`src/rtl/pipe_hazard_ctrl.sv`:
```
// -----------------------------------------------------------------------------
// pipe_hazard_ctrl
//
// Hazard and forwarding controller for the in-order MIPS pipeline. It sits
// beside the ID stage and tracks every instruction that has left decode in a
// DEPTH-slot shift table (slot 0 = EX, slot DEPTH-1 = WB). From the table and
// the instruction currently in ID it derives:
//   - per-operand forwarding selects (0 = register file, k+1 = slot k),
//   - a load-use stall that holds PC and IF/ID while a bubble enters slot 0,
//   - a registered flush that squashes IF/ID for BR_SHADOW cycles after a
//     taken branch resolves in slot 0.
//
// Optional build macro: HAZ_PERF_CNT_EN adds saturating 32-bit stall/flush
// cycle counters (stall_cycles, flush_cycles).
//
// Ports:
//   clk, reset          clock, asynchronous active-high reset
//   id_valid            valid instruction in ID
//   id_rs, id_rt        source registers; id_rs_used/id_rt_used qualify them
//   id_dst, id_wen      destination register and its write enable
//   id_is_load          ID instruction is a load
//   ex_branch_taken     branch in slot 0 resolved taken this cycle
//   issue               ID instruction enters slot 0 at this edge
//   stall               hold PC and IF/ID, bubble into slot 0
//   flush               squash IF/ID contents (registered)
//   fwd_rs_sel          rs operand source select
//   fwd_rt_sel          rt operand source select
//   inflight            number of valid slots
//   stall_cycles        (HAZ_PERF_CNT_EN) cycles with stall=1
//   flush_cycles        (HAZ_PERF_CNT_EN) cycles with flush=1
// -----------------------------------------------------------------------------
module pipe_hazard_ctrl #(
  parameter int REG_AW    = 5,
  parameter int DEPTH     = 3,
  parameter int ALU_RDY   = 0,
  parameter int LOAD_RDY  = 1,
  parameter int BR_SHADOW = 2,
  localparam int SW       = $clog2(DEPTH + 1)
) (
  input  logic              clk,
  input  logic              reset,
  input  logic              id_valid,
  input  logic [REG_AW-1:0] id_rs,
  input  logic [REG_AW-1:0] id_rt,
  input  logic              id_rs_used,
  input  logic              id_rt_used,
  input  logic [REG_AW-1:0] id_dst,
  input  logic              id_wen,
  input  logic              id_is_load,
  input  logic              ex_branch_taken,
  output logic              issue,
  output logic              stall,
  output logic              flush,
  output logic [SW-1:0]     fwd_rs_sel,
  output logic [SW-1:0]     fwd_rt_sel,
  output logic [SW-1:0]     inflight
`ifdef HAZ_PERF_CNT_EN
  ,
  output logic [31:0]       stall_cycles,
  output logic [31:0]       flush_cycles
`endif
);

  // Counter wide enough to hold BR_SHADOW-1 even when BR_SHADOW is 1.
  localparam int FCW = $clog2(BR_SHADOW + 1);

  typedef enum logic [0:0] {
    ST_IDLE   = 1'b0,
    ST_SHADOW = 1'b1
  } fstate_e;

  // In-flight table.
  logic [DEPTH-1:0]             valid_q, valid_d;
  logic [DEPTH-1:0]             wen_q,   wen_d;
  logic [DEPTH-1:0]             load_q,  load_d;
  logic [DEPTH-1:0][REG_AW-1:0] dst_q,   dst_d;

  // Flush FSM.
  fstate_e        state_q, state_d;
  logic [FCW-1:0] fcnt_q,  fcnt_d;
  logic           flush_q, flush_d;

  logic           haz_rs_s, haz_rt_s;
  logic [SW-1:0]  sel_rs_s, sel_rt_s;

  // Searches the table for the youngest producer of src. Returns {hazard, sel}.
  // A producer that is not yet far enough down the pipe to forward from
  // (ALU_RDY / LOAD_RDY) is a hazard; r0 never matches.
  function automatic logic [SW:0] lookup(
    input logic [REG_AW-1:0]             src,
    input logic                          used,
    input logic                          vld_id,
    input logic [DEPTH-1:0]              vld,
    input logic [DEPTH-1:0]              wen,
    input logic [DEPTH-1:0]              ld,
    input logic [DEPTH-1:0][REG_AW-1:0]  dst
  );
    logic          hit;
    logic          haz;
    logic [SW-1:0] sel;
    hit = 1'b0;
    haz = 1'b0;
    sel = '0;
    if (used && vld_id && (src != '0)) begin
      for (int k = 0; k < DEPTH; k++) begin
        if (!hit && vld[k] && wen[k] && (dst[k] == src)) begin
          hit = 1'b1;
          if (k >= (ld[k] ? LOAD_RDY : ALU_RDY)) begin
            sel = SW'(k + 1);
          end else begin
            haz = 1'b1;
          end
        end
      end
    end
    return {haz, sel};
  endfunction

  // Operand lookup for both sources.
  always_comb begin
    {haz_rs_s, sel_rs_s} = lookup(id_rs, id_rs_used, id_valid,
                                  valid_q, wen_q, load_q, dst_q);
    {haz_rt_s, sel_rt_s} = lookup(id_rt, id_rt_used, id_valid,
                                  valid_q, wen_q, load_q, dst_q);
  end

  // Stall/issue decisions; an active flush overrides any hazard.
  always_comb begin
    stall      = (haz_rs_s | haz_rt_s) & ~flush_q;
    issue      = id_valid & ~stall & ~flush_q;
    fwd_rs_sel = sel_rs_s;
    fwd_rt_sel = sel_rt_s;
    flush      = flush_q;
  end

  // Next table contents: shift down one slot, bubble into slot 0 unless issuing.
  always_comb begin
    valid_d[0] = issue;
    wen_d[0]   = issue & id_wen;
    load_d[0]  = issue & id_is_load;
    dst_d[0]   = id_dst;
    for (int k = 1; k < DEPTH; k++) begin
      valid_d[k] = valid_q[k-1];
      wen_d[k]   = wen_q[k-1];
      load_d[k]  = load_q[k-1];
      dst_d[k]   = dst_q[k-1];
    end
  end

  // Table registers.
  always_ff @(posedge clk or posedge reset) begin
    if (reset) begin
      valid_q <= '0;
      wen_q   <= '0;
      load_q  <= '0;
      dst_q   <= '0;
    end else begin
      valid_q <= valid_d;
      wen_q   <= wen_d;
      load_q  <= load_d;
      dst_q   <= dst_d;
    end
  end

  // Occupancy count.
  always_comb begin
    inflight = '0;
    for (int k = 0; k < DEPTH; k++) begin
      inflight = inflight + SW'(valid_q[k]);
    end
  end

  // Flush FSM state register, including the registered flush output.
  always_ff @(posedge clk or posedge reset) begin
    if (reset) begin
      state_q <= ST_IDLE;
      fcnt_q  <= '0;
      flush_q <= 1'b0;
    end else begin
      state_q <= state_d;
      fcnt_q  <= fcnt_d;
      flush_q <= flush_d;
    end
  end

  // Flush FSM next state. Taken branches during the shadow are ignored since
  // the instruction that produced them is already being squashed.
  always_comb begin
    state_d = state_q;
    fcnt_d  = fcnt_q;
    case (state_q)
      ST_IDLE: begin
        if (ex_branch_taken) begin
          state_d = ST_SHADOW;
          fcnt_d  = FCW'(BR_SHADOW - 1);
        end else begin
          state_d = ST_IDLE;
        end
      end
      ST_SHADOW: begin
        if (fcnt_q == '0) begin
          state_d = ST_IDLE;
        end else begin
          fcnt_d = fcnt_q - FCW'(1);
        end
      end
      default: begin
        state_d = ST_IDLE;
        fcnt_d  = '0;
      end
    endcase
  end

  // Flush FSM output decode; flush is registered, so decode the next state.
  always_comb begin
    case (state_d)
      ST_SHADOW: flush_d = 1'b1;
      ST_IDLE:   flush_d = 1'b0;
      default:   flush_d = 1'b0;
    endcase
  end

`ifdef HAZ_PERF_CNT_EN
  logic [31:0] stall_cnt_q, flush_cnt_q;

  // Saturating stall/flush cycle counters.
  always_ff @(posedge clk or posedge reset) begin
    if (reset) begin
      stall_cnt_q <= 32'h0000_0000;
      flush_cnt_q <= 32'h0000_0000;
    end else begin
      if (stall && (stall_cnt_q != 32'hFFFF_FFFF)) begin
        stall_cnt_q <= stall_cnt_q + 32'd1;
      end
      if (flush_q && (flush_cnt_q != 32'hFFFF_FFFF)) begin
        flush_cnt_q <= flush_cnt_q + 32'd1;
      end
    end
  end

  assign stall_cycles = stall_cnt_q;
  assign flush_cycles = flush_cnt_q;
`endif

endmodule

```
`config.mk`:
```
export PLATFORM = sky130hd
export DESIGN_NAME = pipe_hazard_ctrl
export DESIGN_NICKNAME = d
export VERILOG_FILES = /design/src/rtl/pipe_hazard_ctrl.sv
export SDC_FILE = /design/constraint.sdc
export NUM_CORES = 1
export LEC_CHECK = 0
export CAP_MARGIN = 5
export CORE_MARGIN = 5
export CORE_UTILIZATION = 31
export CTS_CLUSTER_SIZE = 8
export DETAILED_ROUTE_END_ITERATION = 7
export SETUP_SLACK_MARGIN = 0.5
export SYNTH_ARGS = -nofsm -noshare
export SYNTH_HDL_FRONTEND = slang
export SYNTH_SLANG_ARGS = --single-unit
```
`constraint.sdc`:
```
create_clock -name clk -period 2.1 [get_ports clk]
set_clock_uncertainty 0.1 [all_clocks]
set_input_delay 0.21 -clock clk [delete_from_list [all_inputs] [get_ports clk]]
set_output_delay 0.21 -clock clk [all_outputs]
set_load 0.1 [all_outputs]
```
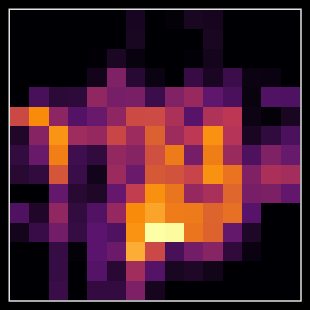
(images/route_heat.png)
Drawn at 4 px/um. The die is cut into 15 by 15 equal tiles; black is low, pale yellow is high, scaled to the fullest tile. Values are wire area over tile area, all layers added.
The densest ninth of the die: center. The emptiest ninth of the die: north-west. 32% of the tiles are nearly empty. 16% of the tiles are over half the peak. The mean over all tiles is 0.094. The fullest tile reaches 0.42.

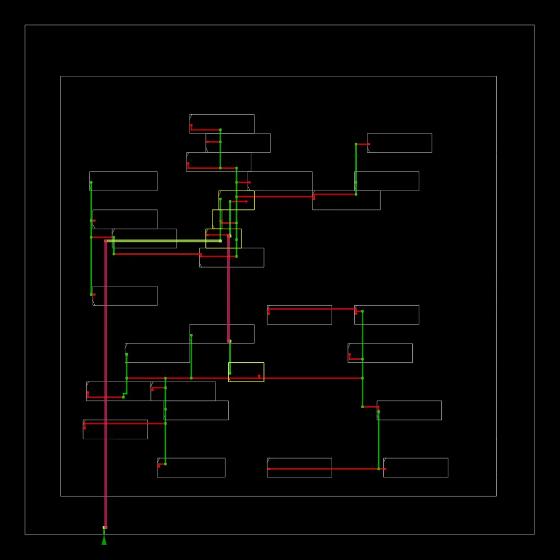
(images/clock_nets.png)
TritonCTS sink count: 25
clock buffers: 4
clock distribution power: 0.287 mW
clk_lat worst skew: 270 ps

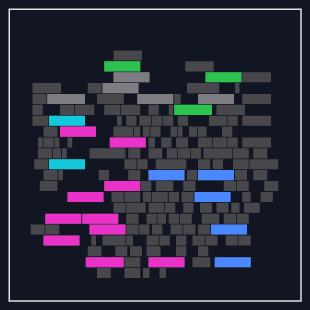
(images/ff_map.png)
Drawn at 4 px/um.
Key: magenta = dst_d [placed flops 10]; cyan = fcnt_q [placed flops 2]; green = valid_q [placed flops 3]; blue = dst_q [placed flops 5]
sequential share of cell area: 0.310
register area: 629 um^2
Seq group: 0.637 mW
Core Util, Final: 0.546

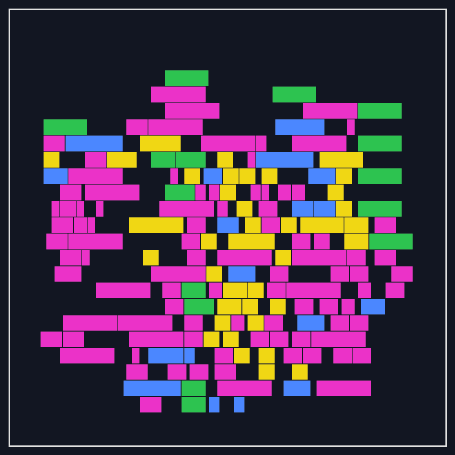
(images/sizing.png)
Drawn at 6 px/um.
Key: blue = x2 [cells 18]; green = x6 and larger [cells 15]; magenta = x1 and smaller [cells 93]; yellow = x3 and x4 [cells 38]

==> reports/metrics.cfg <==
[clocking]
root_buffer=clkbuf_8
cts.htree.levels=1
path_clk_slew_ps=90
clockBufferDepth=2

[synth]
synthCells=101
ys_types=25
avgSynthCellArea_um2=12.0
ys_sh_aoi=0.0670
top_cell_area_share=0.515
synthesis.nets=126
mux_share=0.0175
synth_flops=25
yosys.area.top_type=dfrtp_1
ys_sh_simple=0.144
ys_sh_adder=0.0268
netlist_area_mm2=0.00121
postSynthSeqShare=0.515

[run_status]
status=complete, but fails checks
failed_checks=negative setup slack

[setup_path]
required_ps=1790
cp_max_fo=3
crit_arrival_ps=2000
cp-start-kind=flop
worstSetupPathType=flop to output port
critical-path-slowest-cell=dfrtp_1
worstSetupStartpoint=dst_d[11]

[place]
dp_hpwl_mm=2.54
placed_area_mm2=0.00188
port_buffers=31
globalplace.congestion=0.769
dp_cells=202
dpl_worst_slack_ps=-364

[die]
ios=32
fp-row-count=22
dieWidth_um=72.6
fp-utilization=0.327
die_y_um=72.6
die_area_mm2=0.00527
core_area_mm2=0.00372

[drt]
dr_total_vias=992
ant_nets=0
route.detailed.drc=0
viasPerCell=4.68
drt_wl_total_mm=3.15

[finish]
stdcell_count=212
final_area_mm2=0.00203
final_common_cell=buf_4
layout.nets=190
diodes=0
syn2layout_area_growth_pct=67.3
most-common-layout-cells=28 x buf_4, 22 x dfrtp_1, 19 x xnor2_1, 12 x clkdlybuf4s50_1, 10 x xor2_1

[sta]
relSlewSlack=0.807
worstMarginPinSlew_ps=288
setup_ws_ps=-206
final.setup.tns_ps=-573
finalCritPeriodShare=1.10
fmax_mhz=434
rsz0062_at_grt=true
min_period_ps=2310
maxSlewViolCount=0
hold_viol=0
setup_violations=5

[global_route]
grt_usage=0.130
grt_pass1_wl_mm=5.17
grt-ovfl-total=0
grt_pass1_vias=1108
antenna_found_initial=0

[power]
p_int_mw=0.970
power_density_mw_per_mm2=791
finalPower_mw=1.61
p_leak_nw=0.826
switching_share=0.396
ir_drop_mv=0.710

[job]
warnings=29

worst paths after layout:
check                           cells past startpoint       endpoint  slack (ps)
worst max-delay path                                6  fwd_rt_sel[0]        -210
worst min-delay path                                2       dst_d[8]          70
worst max register to register                      6      load_q[0]         500
worst min register to register                      0       wen_q[1]         310
max in group asynchronous                           3     valid_q[1]        1260
min in group clk                                    1       dst_d[6]         270
state kept, by name (all words and copies together) (netlist names):
name	count
flush	1
dst_q	5
dst_d	10
load_q	1
wen_q	3
fcnt_q	2
valid_q	3
power groups by stage:
stage | clock [mW] | sequential [mW] | combinational, mW
floorplan | 0 | 0.687 | 0.377
global placement | 0 | 0.636 | 0.642
CTS | 0.292 | 0.633 | 0.672
finish | 0.287 | 0.637 | 0.683
detailed placement | 0 | 0.639 | 0.660
global route | 0.313 | 0.652 | 0.719
cells by family (layout without fill, tap and decap cells):
family | Yosys count | in the layout
multiplexers | 2 | 2
adder cells (fa/ha/maj) | 2 | 2
buffers and inverters | 4 | 67
AND-OR/OR-AND | 9 | 9
flip-flops | 25 | 25
AND/OR/NAND/NOR | 29 | 29
XOR/XNOR | 30 | 30
worst max-delay path: cells and delay by family (launching register included):
| kind | cells | cell delay [ps] |
|---|---|---|
| AND-OR/OR-AND | 1 | 220 |
| XOR/XNOR | 1 | 170 |
| buffers and inverters | 1 | 160 |
| flip-flops | 1 | 430 |
| AND/OR/NAND/NOR | 3 | 740 |
cell type report:
cell class / instances / area (um^2)
repair buffers: 59 / 589
multi-input cells: 72 / 692
fillers: 320 / 1690
clock buffers: 4 / 45.0
well taps: 48 / 60.1
inverters: 4 / 15.0
flip-flops and latches: 25 / 629
synthesized netlist by cell type:
cell      count
dfrtp_1      25
xnor2_1      20
xor2_1       10
nand4_1       6
inv_1         4
nor3_1        4
nor2_1        3
nor3b_1       3
a211oi_1      2
nand2_1       2
nand3_1       2
nor4_1        2
nor4bb_1      2
o211ai_2      2
o21ba_1       2
or3_1         2
or4_1         2
a31oi_1       1
fa_1          1
ha_1          1
mux2_2        1
mux2i_1       1
nor2b_1       1
o21a_1        1
o31ai_1       1
stage by stage:
step	hold WS (ps)	util
after floorplan	137	-
after global placement	295	0.507
after detailed placement	294	0.507
after CTS	78.2	0.539
after global routing	128	0.546
final	71.4	0.546
per-layer routing:
| layer | track usage | vias to the layer above | wire, um |
|---|---|---|---|
| met5 | 0 | - | 0 |
| li1 | - | 479 | - |
| met1 | 0.171 | 484 | 1400 |
| met4 | 0.0553 | 0 | 55 |
| met2 | 0.210 | 25 | 1540 |
| met3 | 0.0220 | 4 | 152 |
timing repair:
action,CTS,global route
endpoints found under the hold margin,0,0
setup endpoints to repair,11,10
pin swaps,14,6
gates resized,44,6
setup buffers,6,0
Power figures rest on the tool's default switching activity, not on a simulated workload.
